`src/rtl/aq32_ebus_slave_if.sv`:
```
// Bus-side bundle for the Aquarius32 external Z80 bus slave.
// Carries the raw Z80 bus pins, the core-facing transaction FIFO head and
// read-response strobe, the bus data driver, and the sticky error flags.
//   slave  : the aq32_ebus_slave front end
//   master : the Z80 bus and the core together (drive strobes, pop, respond)
interface aq32_ebus_slave_if #(
  parameter int unsigned ADDR_W = 16,
  parameter int unsigned DATA_W = 8
);
  logic [ADDR_W-1:0] ebus_a;
  logic [DATA_W-1:0] ebus_d_in;
  logic              ebus_rd_n;
  logic              ebus_wr_n;
  logic              ebus_mreq_n;
  logic              ebus_iorq_n;
  logic              txn_valid;
  logic              txn_ready;
  logic [ADDR_W-1:0] txn_addr;
  logic [DATA_W-1:0] txn_wrdata;
  logic              txn_is_wr;
  logic              txn_is_io;
  logic              rsp_valid;
  logic [DATA_W-1:0] rsp_data;
  logic [DATA_W-1:0] ebus_d_out;
  logic              ebus_d_oe;
  logic              overflow;
  logic              late_rsp;
  logic              proto_err;
  logic              err_clr;

  modport slave (
    input  ebus_a, ebus_d_in, ebus_rd_n, ebus_wr_n, ebus_mreq_n, ebus_iorq_n,
    input  txn_ready, rsp_valid, rsp_data, err_clr,
    output txn_valid, txn_addr, txn_wrdata, txn_is_wr, txn_is_io,
    output ebus_d_out, ebus_d_oe, overflow, late_rsp, proto_err
  );

  modport master (
    output ebus_a, ebus_d_in, ebus_rd_n, ebus_wr_n, ebus_mreq_n, ebus_iorq_n,
    output txn_ready, rsp_valid, rsp_data, err_clr,
    input  txn_valid, txn_addr, txn_wrdata, txn_is_wr, txn_is_io,
    input  ebus_d_out, ebus_d_oe, overflow, late_rsp, proto_err
  );
endinterface

```
`src/rtl/aq32_ebus_slave.sv`:
```
// External Z80 bus slave front end for the Aquarius32 core.
// Synchronises RD#/WR#/MREQ#/IORQ# into clk, turns falling strobe edges into
// transactions queued in a small FIFO for the core, and drives read data
// back onto the bus from the core's response until RD# is released.
// Ports:
//   clk      system clock
//   reset_n  asynchronous active-low reset
//   bus      aq32_ebus_slave_if.slave: raw bus pins, FIFO head (valid/ready),
//            read response, bus data driver, sticky error flags + clear
module aq32_ebus_slave #(
  parameter int unsigned SYNC_STAGES = 3,
  parameter int unsigned ADDR_W      = 16,
  parameter int unsigned DATA_W      = 8,
  parameter int unsigned FIFO_DEPTH  = 4
) (
  input  logic             clk,
  input  logic             reset_n,
  aq32_ebus_slave_if.slave bus
);

  localparam int unsigned PTR_W = $clog2(FIFO_DEPTH);
  localparam int unsigned CNT_W = PTR_W + 1;
  localparam int unsigned QL_W  = SYNC_STAGES - 1;

  typedef struct packed {
    logic [ADDR_W-1:0] addr;
    logic [DATA_W-1:0] data;
    logic              is_wr;
    logic              is_io;
  } txn_t;

  typedef enum logic [1:0] {
    ST_IDLE  = 2'd0,
    ST_WAIT  = 2'd1,
    ST_DRIVE = 2'd2
  } state_t;

  logic [SYNC_STAGES-1:0] rd_sync;
  logic [SYNC_STAGES-1:0] wr_sync;
  logic [QL_W-1:0]        mreq_sync;
  logic [QL_W-1:0]        iorq_sync;

  logic [DATA_W-1:0] wdata_q;

  txn_t             mem [FIFO_DEPTH];
  logic [PTR_W-1:0] wr_ptr;
  logic [PTR_W-1:0] rd_ptr;
  logic [CNT_W-1:0] count;

  state_t            state;
  state_t            state_nxt;
  logic              d_ld;
  logic              late_set;
  logic              fsm_perr;
  logic              d_oe_q;
  logic [DATA_W-1:0] d_out_q;

  logic overflow_q;
  logic late_rsp_q;
  logic proto_err_q;

  logic rd_stb;
  logic wr_stb;
  logic rd_hi;
  logic mreq_q;
  logic iorq_q;
  logic cyc_ok;
  logic push_wr;
  logic push_rd;
  logic push;
  logic pop;
  logic full;
  logic push_ok;
  logic drop;
  logic both_stb;
  txn_t new_txn;
  txn_t head;

  // Strobe synchronisers; idle bus level is 1. Qualifiers only need to reach
  // the stage that lines up with the strobe's newer tap.
  always_ff @(posedge clk or negedge reset_n) begin
    if (!reset_n) begin
      rd_sync   <= '1;
      wr_sync   <= '1;
      mreq_sync <= '1;
      iorq_sync <= '1;
    end else begin
      rd_sync[0]   <= bus.ebus_rd_n;
      wr_sync[0]   <= bus.ebus_wr_n;
      mreq_sync[0] <= bus.ebus_mreq_n;
      iorq_sync[0] <= bus.ebus_iorq_n;
      for (int i = 1; i < int'(SYNC_STAGES); i++) begin
        rd_sync[i] <= rd_sync[i-1];
        wr_sync[i] <= wr_sync[i-1];
      end
      for (int i = 1; i < int'(QL_W); i++) begin
        mreq_sync[i] <= mreq_sync[i-1];
        iorq_sync[i] <= iorq_sync[i-1];
      end
    end
  end

  assign rd_stb = rd_sync[SYNC_STAGES-1] & ~rd_sync[SYNC_STAGES-2];
  assign wr_stb = wr_sync[SYNC_STAGES-1] & ~wr_sync[SYNC_STAGES-2];
  assign rd_hi  = rd_sync[SYNC_STAGES-1];
  assign mreq_q = mreq_sync[QL_W-1];
  assign iorq_q = iorq_sync[QL_W-1];
  assign cyc_ok = mreq_q ^ iorq_q;

  // Write data tracks the raw bus while WR# is low, so it is settled by the
  // time the synchronised strobe fires.
  always_ff @(posedge clk or negedge reset_n) begin
    if (!reset_n) begin
      wdata_q <= '0;
    end else if (!bus.ebus_wr_n) begin
      wdata_q <= bus.ebus_d_in;
    end
  end

  // A same-cycle RD#/WR# collision keeps the write and discards the read.
  assign push_wr  = wr_stb & cyc_ok;
  assign push_rd  = rd_stb & cyc_ok & ~wr_stb;
  assign push     = push_wr | push_rd;
  assign both_stb = rd_stb & wr_stb & cyc_ok;

  always_comb begin
    new_txn.addr  = bus.ebus_a;
    new_txn.data  = push_wr ? wdata_q : '0;
    new_txn.is_wr = push_wr;
    new_txn.is_io = ~iorq_q;
  end

  assign full    = (count == CNT_W'(FIFO_DEPTH));
  assign pop     = (count != '0) & bus.txn_ready;
  assign push_ok = push & (~full | pop);
  assign drop    = push & full & ~pop;

  // Transaction FIFO; power-of-two depth lets the pointers wrap naturally.
  always_ff @(posedge clk or negedge reset_n) begin
    if (!reset_n) begin
      wr_ptr <= '0;
      rd_ptr <= '0;
      count  <= '0;
      for (int i = 0; i < int'(FIFO_DEPTH); i++) begin
        mem[i] <= '0;
      end
    end else begin
      if (push_ok) begin
        mem[wr_ptr] <= new_txn;
        wr_ptr      <= wr_ptr + PTR_W'(1);
      end
      if (pop) begin
        rd_ptr <= rd_ptr + PTR_W'(1);
      end
      unique case ({push_ok, pop})
        2'b10:   count <= count + CNT_W'(1);
        2'b01:   count <= count - CNT_W'(1);
        default: count <= count;
      endcase
    end
  end

  assign head           = mem[rd_ptr];
  assign bus.txn_valid  = (count != '0);
  assign bus.txn_addr   = head.addr;
  assign bus.txn_wrdata = head.data;
  assign bus.txn_is_wr  = head.is_wr;
  assign bus.txn_is_io  = head.is_io;

  // Read response state register and bus driver.
  always_ff @(posedge clk or negedge reset_n) begin
    if (!reset_n) begin
      state   <= ST_IDLE;
      d_oe_q  <= 1'b0;
      d_out_q <= '0;
    end else begin
      state  <= state_nxt;
      d_oe_q <= (state_nxt == ST_DRIVE);
      if (d_ld) begin
        d_out_q <= bus.rsp_data;
      end
    end
  end

  // Read response next state: one read outstanding; a response with no
  // read waiting is reported as late, a second read strobe restarts.
  always_comb begin
    state_nxt = state;
    d_ld      = 1'b0;
    late_set  = 1'b0;
    fsm_perr  = 1'b0;
    unique case (state)
      ST_IDLE: begin
        if (bus.rsp_valid) begin
          late_set = 1'b1;
        end
        if (push_rd) begin
          state_nxt = ST_WAIT;
        end
      end
      ST_WAIT: begin
        if (push_rd) begin
          state_nxt = ST_WAIT;
          fsm_perr  = 1'b1;
        end else if (bus.rsp_valid && !rd_hi) begin
          state_nxt = ST_DRIVE;
          d_ld      = 1'b1;
        end else if (rd_hi) begin
          state_nxt = ST_IDLE;
        end
      end
      ST_DRIVE: begin
        if (push_rd) begin
          state_nxt = ST_WAIT;
          fsm_perr  = 1'b1;
        end else if (rd_hi) begin
          state_nxt = ST_IDLE;
        end
      end
      default: state_nxt = ST_IDLE;
    endcase
  end

  assign bus.ebus_d_oe  = d_oe_q;
  assign bus.ebus_d_out = d_out_q;

  // Sticky flags: a set in the same cycle as err_clr wins.
  always_ff @(posedge clk or negedge reset_n) begin
    if (!reset_n) begin
      overflow_q  <= 1'b0;
      late_rsp_q  <= 1'b0;
      proto_err_q <= 1'b0;
    end else begin
      overflow_q  <= drop | (overflow_q & ~bus.err_clr);
      late_rsp_q  <= late_set | (late_rsp_q & ~bus.err_clr);
      proto_err_q <= both_stb | fsm_perr | (proto_err_q & ~bus.err_clr);
    end
  end

  assign bus.overflow  = overflow_q;
  assign bus.late_rsp  = late_rsp_q;
  assign bus.proto_err = proto_err_q;

endmodule
```
`src/flat_wrapper.sv`:
```
// flat-port wrapper written by rule: the top's interface ports become plain ports
module aq32_ebus_slave_flat 
#(
  parameter int unsigned SYNC_STAGES = 3,
  parameter int unsigned ADDR_W      = 16,
  parameter int unsigned DATA_W      = 8,
  parameter int unsigned FIFO_DEPTH  = 4
)
  (clk, reset_n, bus_ebus_a, bus_ebus_d_in, bus_ebus_rd_n, bus_ebus_wr_n, bus_ebus_mreq_n, bus_ebus_iorq_n, bus_txn_ready, bus_rsp_valid, bus_rsp_data, bus_err_clr, bus_txn_valid, bus_txn_addr, bus_txn_wrdata, bus_txn_is_wr, bus_txn_is_io, bus_ebus_d_out, bus_ebus_d_oe, bus_overflow, bus_late_rsp, bus_proto_err);
  aq32_ebus_slave_if #(.ADDR_W(ADDR_W), .DATA_W(DATA_W)) bus_i ();
  input  logic clk;
  input  logic reset_n;
  input wire logic [$bits(bus_i.ebus_a)-1:0] bus_ebus_a;
  input wire logic [$bits(bus_i.ebus_d_in)-1:0] bus_ebus_d_in;
  input wire logic [$bits(bus_i.ebus_rd_n)-1:0] bus_ebus_rd_n;
  input wire logic [$bits(bus_i.ebus_wr_n)-1:0] bus_ebus_wr_n;
  input wire logic [$bits(bus_i.ebus_mreq_n)-1:0] bus_ebus_mreq_n;
  input wire logic [$bits(bus_i.ebus_iorq_n)-1:0] bus_ebus_iorq_n;
  input wire logic [$bits(bus_i.txn_ready)-1:0] bus_txn_ready;
  input wire logic [$bits(bus_i.rsp_valid)-1:0] bus_rsp_valid;
  input wire logic [$bits(bus_i.rsp_data)-1:0] bus_rsp_data;
  input wire logic [$bits(bus_i.err_clr)-1:0] bus_err_clr;
  output wire logic [$bits(bus_i.txn_valid)-1:0] bus_txn_valid;
  output wire logic [$bits(bus_i.txn_addr)-1:0] bus_txn_addr;
  output wire logic [$bits(bus_i.txn_wrdata)-1:0] bus_txn_wrdata;
  output wire logic [$bits(bus_i.txn_is_wr)-1:0] bus_txn_is_wr;
  output wire logic [$bits(bus_i.txn_is_io)-1:0] bus_txn_is_io;
  output wire logic [$bits(bus_i.ebus_d_out)-1:0] bus_ebus_d_out;
  output wire logic [$bits(bus_i.ebus_d_oe)-1:0] bus_ebus_d_oe;
  output wire logic [$bits(bus_i.overflow)-1:0] bus_overflow;
  output wire logic [$bits(bus_i.late_rsp)-1:0] bus_late_rsp;
  output wire logic [$bits(bus_i.proto_err)-1:0] bus_proto_err;
  assign bus_i.ebus_a = bus_ebus_a;
  assign bus_i.ebus_d_in = bus_ebus_d_in;
  assign bus_i.ebus_rd_n = bus_ebus_rd_n;
  assign bus_i.ebus_wr_n = bus_ebus_wr_n;
  assign bus_i.ebus_mreq_n = bus_ebus_mreq_n;
  assign bus_i.ebus_iorq_n = bus_ebus_iorq_n;
  assign bus_i.txn_ready = bus_txn_ready;
  assign bus_i.rsp_valid = bus_rsp_valid;
  assign bus_i.rsp_data = bus_rsp_data;
  assign bus_i.err_clr = bus_err_clr;
  assign bus_txn_valid = bus_i.txn_valid;
  assign bus_txn_addr = bus_i.txn_addr;
  assign bus_txn_wrdata = bus_i.txn_wrdata;
  assign bus_txn_is_wr = bus_i.txn_is_wr;
  assign bus_txn_is_io = bus_i.txn_is_io;
  assign bus_ebus_d_out = bus_i.ebus_d_out;
  assign bus_ebus_d_oe = bus_i.ebus_d_oe;
  assign bus_overflow = bus_i.overflow;
  assign bus_late_rsp = bus_i.late_rsp;
  assign bus_proto_err = bus_i.proto_err;
  aq32_ebus_slave #(.SYNC_STAGES(SYNC_STAGES), .ADDR_W(ADDR_W), .DATA_W(DATA_W), .FIFO_DEPTH(FIFO_DEPTH)) u_core (.clk(clk), .reset_n(reset_n), .bus(bus_i));
endmodule
```
`config.mk`:
```
export PLATFORM = sky130hd
export DESIGN_NAME = aq32_ebus_slave_flat
export DESIGN_NICKNAME = d
export VERILOG_FILES = /design/src/rtl/aq32_ebus_slave_if.sv /design/src/rtl/aq32_ebus_slave.sv /design/src/flat_wrapper.sv
export SDC_FILE = /design/constraint.sdc
export NUM_CORES = 1
export LEC_CHECK = 0
export CORE_MARGIN = 3
export CORE_UTILIZATION = 54
export DETAILED_ROUTE_END_ITERATION = 10
export PLACE_DENSITY = 0.8
export SLEW_MARGIN = 20
export SYNTH_ARGS = -nofsm -noshare
export SYNTH_HDL_FRONTEND = slang
export SYNTH_SLANG_ARGS = --single-unit
```
`constraint.sdc`:
```
create_clock -name clk -period 4.1 [get_ports clk]
set_input_delay 0.82 -clock clk [delete_from_list [all_inputs] [get_ports clk]]
set_output_delay 0.82 -clock clk [all_outputs]
set_load 0.02 [all_outputs]
```
==> summary.txt, run 1 <==
run metrics: Setup-failing EPs final 0, NonClk Buf Share 11.5%, setup bufs post-CTS 0, RSZ-0062 raised after global routing false, Initial DRT Pass Iterations 4, H-Tree Depth 4, hold_buf cts 0, Tcrit/Tclk final 81.4%, crit-path cells buf_4 -> mux4_2 -> clkdlybuf4s50_1, slowest CP cell dfrtp_1, crit-path leading delay family buffers and inverters, slowest cell delay on critical path 0.79 ns, CP max FO 14, IO Pins 80, critical path class flip-flop to primary output, Syn-to-layout area delta 24.8%, CP bufs+invs 2, status finished, final reports clean, Rel. slew slack 29.6%, Vias/cell 5.52, Die Width 114 um, Die Area 13,000 um2, Synth Cell Area 6290 um2, synth cell count leaders dfrtp_1 (133), nand2_1 (52), o21ai_0 (44), WL met1 5600 um, leading area contributor after synthesis dfrtp_1, max_cap viols 0, Diodes inserted 0, pwr dens 805 nW/um2, main logic family after synthesis multiplexers, DRC Markers 0, Pint 4.37 mW, maximum vdd drop 473 uV, combinational gate power 2.41 mW, Synth Area in XOR/XNOR 1.27%, syn_nets 478, hold crit path type flip-flop to flip-flop, # resized after CTS 0, tally of OpenROAD warnings 34, Top FF cell, synth dfrtp_1, ys flops 143, Seq pwr share 37.1%, Seq share, synth 57.1%, area occupied by registers 3590 um2, Pwr Total 6.31 mW, Synth Area in Compound Gates 6.03%, Synth cell types 35, Hold Vio Cnt, Final 0, post-layout util 70.5%, post-route ant nets 0, #MultiIn Comb 249, CORE AREA 11,100 um2, nature of the critical path startpoint flip-flop, Flop+latch power 2.34 mW, met1 Use GR 29.5%, CTS tree yes, first-pass GRT wire length 20,700 um, fp_density 56.5%, synthesized area per cell 14.7 um2, # Taps 140, setup TNS 0 ns, DP HPWL 7830 um, largest net degree at the start of global routing 118, flop share of the area 45.8%, die height 114 um, Area-dominant class flip-flops and latches, Clock power frac 24.6%, top cells by area dfrtp_1 (53%), mux2_4 (9.5%), mux4_2 (9.3%), mux2_2 (7.3%), dfstp_2 (4.2%), largest power group combinational cells, met2 WL 5910 um, clk tree area frac 7.67%, FILL cells 725, Nets 563, Adder Share, Synth 2.11%
[run 1: stage by stage]
step	worst slack, ns	instances	hold slack [ns]	area [um2]
finish	0.762	665	0.355	7850
floorplan	1.36	427	0.345	6290
global placement	0.771	632	0.348	7220
detailed placement	0.677	633	0.349	7240
CTS	0.766	665	0.356	7850
global route	0.691	665	0.355	7850
[run 1: sequential cells by signal, indices dropped and copies added, names as in the netlist]
signal / flops
u_core.bus.proto_err: 1
u_core.wr_sync: 3
u_core.bus.ebus_d_out: 8
u_core.bus.overflow: 1
u_core.wr_ptr: 2
u_core.iorq_sync: 2
u_core.rd_ptr: 2
u_core.state: 2
u_core.bus.ebus_d_oe: 1
u_core.count: 3
u_core.mreq_sync: 2
u_core.mem: 104
u_core.rd_sync: 3
u_core.bus.late_rsp: 1
u_core.wdata_q: 8
[run 1: cell usage in the layout, fill, tap and decap left out, drive strengths merged, types with 3 or more instances in the layout]
master / instances
clkbuf: 24
xor2: 4
o2111ai: 4
nor2b: 3
mux2: 81
buf: 10
bufinv: 3
dfrtp: 133
mux4: 26
ha: 9
clkinv: 5
nand2: 52
xnor2: 3
dfstp: 10
o21ai: 44
nor2: 3
clkdlybuf4s50: 78
inv: 12
[run 1: final timing paths]
check | start | end | slack [ns] | cells after the start
setup / recovery | u_core.rd_ptr[1] | bus_txn_addr[15] | 0.76 | 3
hold / removal | u_core.mreq_sync[0] | u_core.mreq_sync[1] | 0.36 | 0
hold reg to reg | u_core.mreq_sync[0] | u_core.mreq_sync[1] | 0.36 | 0
max in group asynchronous | reset_n | u_core.mem[102] | 2.77 | 2
min in group asynchronous | reset_n | u_core.bus.ebus_d_out[1] | 0.52 | 1
setup reg to reg | u_core.count[1] | u_core.count[2] | 1.44 | 9
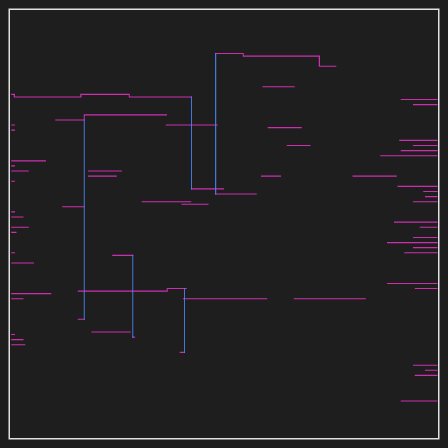
*Routed metal, one colour a layer, run 1*
Only two layers are drawn.
legend:
  M4:
    colour: blue
    wire_length: 154 um
  M3:
    colour: magenta
    wire_length: 542 um
Tot GR Track Use: 20.7%
total wire length: 12,200 um
total number of vias: 3,671
WL/cell: 18.4 um

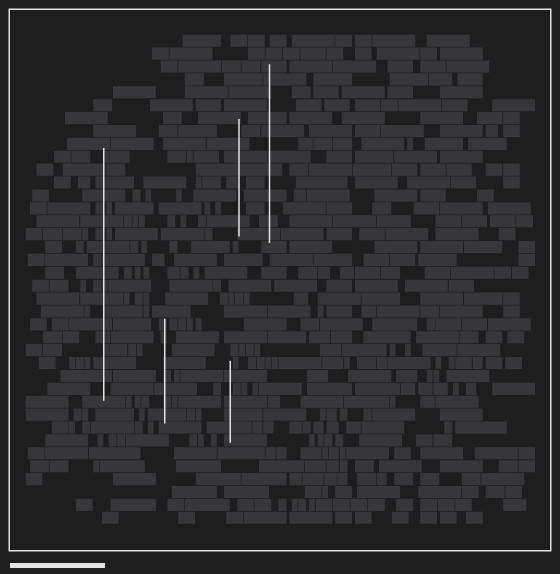
*Metal 4, run 1*
Bar = 20 um. Cells faint in the background.
nets with wire on the layer: 3
wire length on this layer: 154 um
main direction: vertical

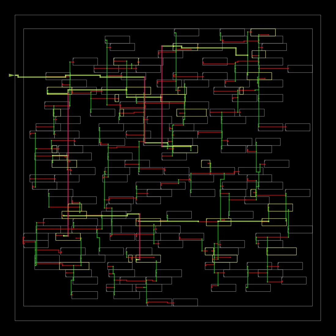
*Clock nets, run 1*
CTS sink count: 143
Num CTS Buffers: 17
clk_buf instances: 23
Clk. pwr: 1.56 mW
seq_cells: 143

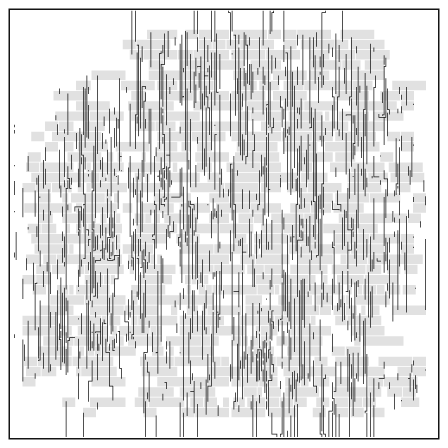
*The metal 2 layer, run 1*
Cells faint in the background.
longest straight run: 48.6 um
share of all routed wire: 48%
main direction: vertical
wire length on this layer: 5,910 um

--- run 2 (diff from run 1) ---
Clock period 4.1 ns to 3.1 ns, I/O delays scaled along.
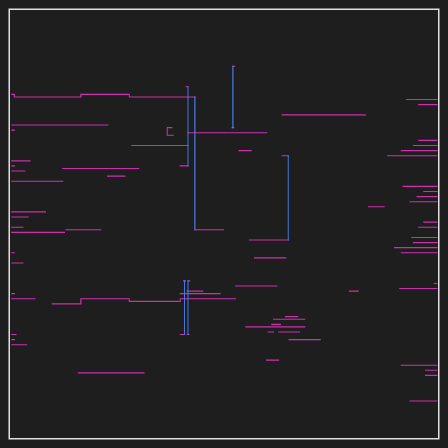
*Routed metal, one colour a layer, run 2*
Only two layers are drawn.
legend:
  M3:
    colour: magenta
    wire_length: 574 um
  M4:
    colour: blue
    wire_length: 124 um
WL/cell: 19.4 um
Tot GR Track Use: 22.1%
total wire length: 13,000 um
total number of vias: 3,790

==> run 2 against run 1 <==
Effect of this change:
- clock power rose by 43%
- die size did not move
- via count rose by 3.2%
- hold slack got worse by 0.13 ns
- sequential power rose by 32%
- synthesized area did not move
- critical path type unchanged
==> summary.txt, run 2 <==
run metrics: post-route ant nets 0 (unchanged), maximum vdd drop 790 uV (+67%), hold crit path type primary input to asynchronous set/reset pin, Seq share, synth 57.1% (unchanged), max reg flops 104 (unchanged), status finished, final reports clean, top cells by area dfrtp_1 (53%), mux2_4 (9.5%), mux4_2 (9.3%), mux2_2 (7.3%), dfstp_2 (4.2%), Synth Cell Area 6290 um2 (unchanged), IO Pins 80 (unchanged), tally of OpenROAD warnings 32 (-5.9%), slowest cell delay on critical path 0.61 ns (-0.18 ns), synthesized area per cell 14.7 um2 (unchanged), CP bufs+invs 2 (unchanged), design area 7920 um2 (+0.91%), hold_buf cts 0 (unchanged), Rel. slew slack 38.2% (+8.6 points), DP HPWL 8020 um (+2.4%), Die Area 13,000 um2 (unchanged), largest net degree at the start of global routing 81 (-31%), Slew Viols, Final 0, setup TNS 0 ns (unchanged), Vias/cell 5.66 (+2.5%), crit-path leading delay family buffers and inverters, Hold Vio Cnt, Final 0 (unchanged), ys flops 143 (unchanged), Setup-failing EPs final 0 (unchanged), Diodes inserted 0 (unchanged), pre-CTS WS 0.179 ns (-0.499 ns), Ys Warns 0, critical path class flip-flop to primary output, synth cell count leaders dfrtp_1 (133), nand2_1 (52), o21ai_0 (44), max_cap viols 0 (unchanged), slowest CP cell dfrtp_4, Final WS setup 0.103 ns (-0.659 ns), most numerous logic cell after layout dfrtp_1, nature of the critical path startpoint flip-flop, count of non-filler cells in the finished layout 670 (+0.75%), die height 114 um (unchanged), placed inst area 7270 um2 (+0.41%), share of layout cells above drive strength 1 32.3%, Synth cell types 35 (unchanged), leading area contributor after synthesis dfrtp_1, RSZ-0062 raised after global routing false, Initial DRT Pass Iterations 4 (unchanged), most instantiated logic cells after routing dfrtp_1 (132), clkdlybuf4s50_1 (78), nand2_1 (52), o21ai_0 (44), mux2_2 (41), Num CTS Buffers 17 (unchanged), crit path DAT 2.38 ns, Top reg by flops u_core.mem, Tcrit/Tclk final 96.7%, worst hold slack 0.220 ns (-0.135 ns), first-pass GRT wire length 21,900 um (+5.4%), post-layout util 71.2% (+0.64 points), Top FF cell, synth dfrtp_1, pwr dens 1090 nW/um2 (+35%), crit-path cells buf_12 -> mux4_2 -> clkdlybuf4s50_1, CTS sink count 143 (unchanged), Pwr Total 8.60 mW (+36%), CORE AREA 11,100 um2 (unchanged), H-Tree Depth 4 (unchanged), CTS tree yes, Nets 568 (+0.89%), Syn-to-layout area delta 25.9%, Die Width 114 um (unchanged), DRC Markers 0 (unchanged), Post-Place Cells 638 (+0.79%), CP max FO 15 (+1), fp_density 56.5% (unchanged), syn_nets 478 (unchanged), YS chip area 6290 um2
## run 2: cell counts after synthesis
No cell type changed its count.
## run 2: report_power, final
group          total, mW  switching (mW)  leakage [nW]  internal (mW)
Sequential          3.08           0.480          1.77           2.60
Combinational       3.29            1.41          1.43           1.88
Clock               2.23           0.798         0.307           1.43
## run 2: cell families (layout without fill, tap and decap cells)
| logic type | after synthesis | after routing | synth area share (%) |
|---|---|---|---|
| xor gates and xnor gates | 7 | 7 | 1.27 |
| and+or+nand+nor | 69 | 69 | 4.66 |
| AOI/OAI and AO/OA | 56 | 56 | 6.03 |
| adders and majority gates | 10 | 10 | 2.11 |
| buffers and inverters | 35 | 138 | 2.65 |
| DFF | 143 | 143 | 57.1 |
| muxes | 107 | 107 | 26.2 |
## run 2: layer usage
metal	vias to the layer above	track usage [%]	share of wire [%]
met5	-	0	0
li1	1695	-	-
met3	14	6.31	4.4
met4	0	6.65	0.95
met1	1981	29.2	44
met2	100	35.7	51
## run 2: repair_timing
item,4_1_cts,5_1_grt
buffers inserted,0,0
endpoints found under the setup margin,9,0
resized,1,0
## run 2: worst paths after layout
kind	start	endpoint	slack, ns	cells after the start
worst min register to register	u_core.mreq_sync[0]	u_core.mreq_sync[1]	0.35	0
worst max-delay path	u_core.rd_ptr[0]	bus_txn_addr[15]	0.10	3
min in group clk	u_core.mreq_sync[0]	u_core.mreq_sync[1]	0.35	0
max in group asynchronous	reset_n	u_core.mem[95]	2.10	2
worst min-delay path	reset_n	u_core.bus.ebus_d_out[4]	0.22	1
worst max register to register	u_core.count[1]	u_core.count[2]	0.77	9
## run 2: final cells by class
cell class	count	area (um2)
sequential	143	3590
tap	140	175
clock buffer	18	429
fill	723	3210
inverter	12	45.0
timing repair buffer	94	930
multi-input combinational	249	2530
clock inverter	14	214
--- run 3 (diff from run 2) ---
Settings changed: ABC_AREA from default to 1.
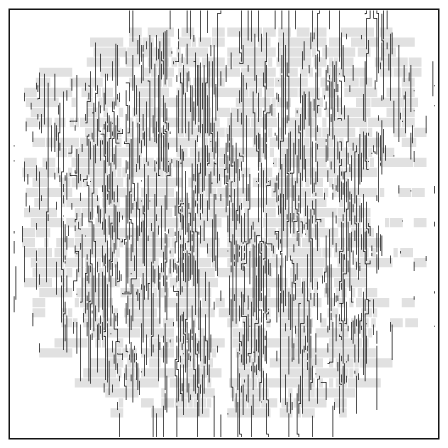
*The metal 2 layer, run 3*
Cells faint in the background.
main direction: vertical
wire length on this layer: 7,360 um
share of all routed wire: 51%
longest straight run: 35.0 um
total number of vias: 4,876
met2 Usage GRT: 38.2%
total wire length: 14,400 um

==> run 3 against run 2 <==
Effect of this change:
- core utilization decreased by 3.2 points
- die size increased by 4.0%
- register-to-register slack got worse by 0.02 ns
- wire length increased by 11%
- cell count increased by 30%
- combinational power increased by 8.5%
- maximum frequency increased by 0.79%
- critical path type unchanged
- critical endpoint unchanged
- largest power group unchanged
==> summary.txt, run 3 <==
run metrics: IO Pins 80 (unchanged), worst hold slack 0.139 ns (-0.0811 ns), Synth Cell Area 6560 um2 (+4.2%), hold crit path type primary input to asynchronous set/reset pin, largest net degree at the start of global routing 65 (-20%), placed inst area 7320 um2 (+0.57%), Seq share, synth 54.8% (-2.3 points), Rel. slew slack 47.6% (+9.4 points), Hold Vio Cnt, Final 0 (unchanged), Gate Area 2510 um2 (-0.79%), Final WS setup 0.126 ns (+0.0235 ns), status finished, final reports clean, Die Width 116 um (+2.0%), pwr dens 1090 nW/um2 (about the same), synth cell count leaders dfrtp_1 (133), nand2_1 (127), o21ai_2 (75), crit path DAT 2.35 ns (-0.03 ns), synthesized area per cell 10.1 um2 (-31%), Die Area 13,500 um2 (+4.0%), FILL cells 873 (+21%), clock buffer depth 2, Clock power frac 24.3% (-1.6 points), post-route ant nets 0 (unchanged), DP HPWL 8790 um (+9.6%), Post-Place Cells 839 (+32%), slowest cell delay on critical path 0.65 ns (+0.04 ns), Top FF cell, synth dfrtp_1, fp_density 56.2% (-0.33 points), combinational power share 41.5% (+3.2 points), Area leader share 50.8%, RSZ-0062 raised after global routing false, CORE AREA 11,700 um2 (+4.8%), Syn-to-layout area delta 20.9%, crit-path cells inv_1 -> buf_4 -> o21ai_0 -> o22ai_1 -> clkdlybuf4s50_1, Synth cell types 25 (-29%), max_cap viols 0 (unchanged), post-layout util 68.0% (-3.2 points), share of layout cells above drive strength 1 20.3% (-12 points), WL/cell 16.5 um (-15%), Tot GR Track Use 22.9% (+0.81 points), Setup-failing EPs final 0 (unchanged), CP max FO 26 (+11), Tcrit/Tclk final 95.9% (-0.76 points), CTS sink count 143 (unchanged), top cells by area dfrtp_1 (51%), o21ai_2 (10%), nand2_1 (7.3%), o21ai_0 (4.3%), dfstp_2 (4.0%), Seq pwr share 34.3% (-1.6 points), setup TNS 0 ns (unchanged), die height 116 um (+2.0%), pre-CTS WS 0.408 ns (+0.229 ns), Nets 766 (+35%), first-pass GRT wire length 23,900 um (+9.3%), YS chip area 6560 um2 (+4.2%), # resized after CTS 0 (-1), maximum vdd drop 487 uV (-38%), Vias/cell 5.60 (-1.0%), critical path class flip-flop to primary output, Pwr Total 8.60 mW (about the same), area occupied by registers 3590 um2 (about the same), count of non-filler cells in the finished layout 871 (+30%), design area 7930 um2 (about the same), Initial DRT Pass Iterations 5 (+1), Top reg by flops u_core.mem, most numerous logic cell after layout dfrtp_1, DRC Markers 0 (unchanged), hold_buf cts 0 (unchanged), switching share of power 37.1% (+5.9 points), Slew Viols, Final 0 (unchanged), tally of OpenROAD warnings 32 (unchanged), Ys Warns 0 (unchanged), syn_nets 697 (+46%), CTS tree yes, H-Tree Depth 4 (unchanged), Psw 3.19 mW (+19%), nature of the critical path startpoint flip-flop
[run 3: power by group through the flow]
stage	clock network, mW	logic [mW]	registers [mW]
2_1_floorplan	0	2.26	2.92
4_1_cts	2.10	3.60	2.94
6_report	2.09	3.57	2.95
3_3_place_gp	0	3.43	2.91
5_1_grt	2.19	3.90	3.02
3_5_place_dp	0	3.55	2.96
[run 3: area by class of cell]
class / instances / area share [%]
sequential: 143 / 45.3
multi-input combinational: 423 / 31.7
timing repair buffer: 86 / 11.0
clock buffer: 26 / 6.30
tap: 143 / 2.26
inverter: 44 / 2.08
clock inverter: 6 / 1.33
[run 3: critical path: cells and delay by family, from the launching register on]
kind | cells | cell delay, ns
compound gates | 2 | 0.36
buf+inv | 3 | 1.04
flops | 1 | 0.52
[run 3: path summary, 6_finish.rpt]
path,from,end,slack (ns),depth (start not counted)
max,u_core.rd_ptr[0],bus_txn_addr[15],0.13,5
min reg2reg,u_core.rd_sync[0],u_core.rd_sync[1],0.36,0
max in group asynchronous,reset_n,u_core.bus.ebus_d_out[4],2.18,2
max reg2reg,u_core.iorq_sync[1],u_core.count[2],0.75,12
min,reset_n,u_core.bus.ebus_d_out[2],0.14,1
min in group clk,u_core.rd_sync[0],u_core.rd_sync[1],0.36,0
[run 3: cell families (layout without fill, tap and decap cells)]
kind of cell    count (synthesis)  after routing  share of synthesized area [%]
simple gates                  198            198                           13.2
compound gates                194            194                           19.7
flops                         143            143                           54.8
buf+inv                        80            162                           6.89
mux                            16             16                           2.75
fa+ha+maj                      10             10                           2.02
xor+xnor                        5              5                          0.668
[run 3: routing by layer]
metal  track usage (%)  wire length [um]
met1              28.5              5880
met5                 0                 0
met3              5.44               766
met2              38.2              7360
met4              10.1               387

==> gallery <==
Sizing map.
Bar = 20 um.
(a)
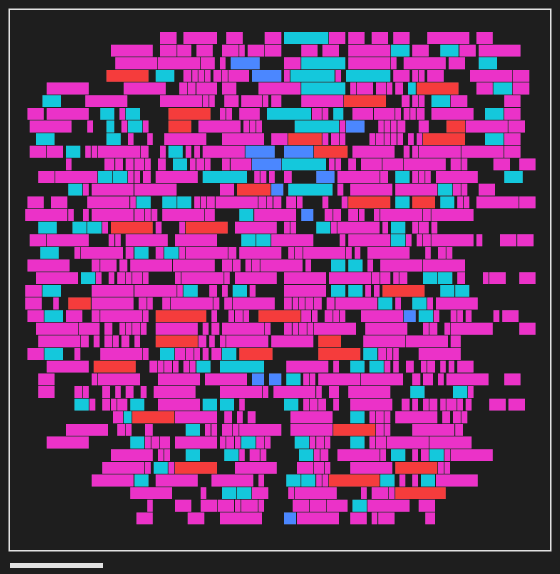
(b)
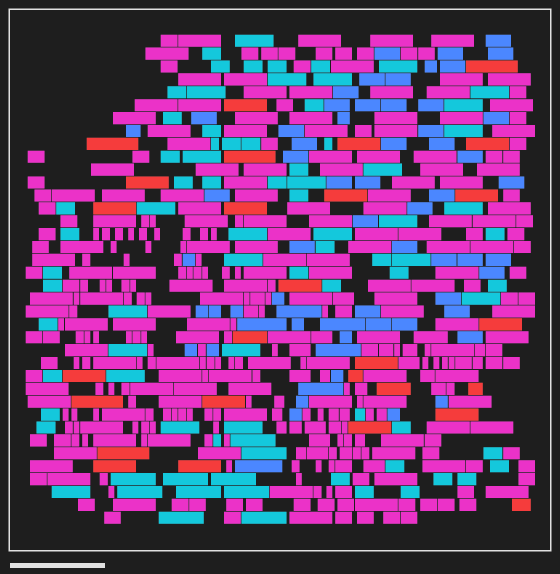
Of these, most cells: (a)
(a): run 3
(b): run 2

Power and IR drop assume default switching activity.
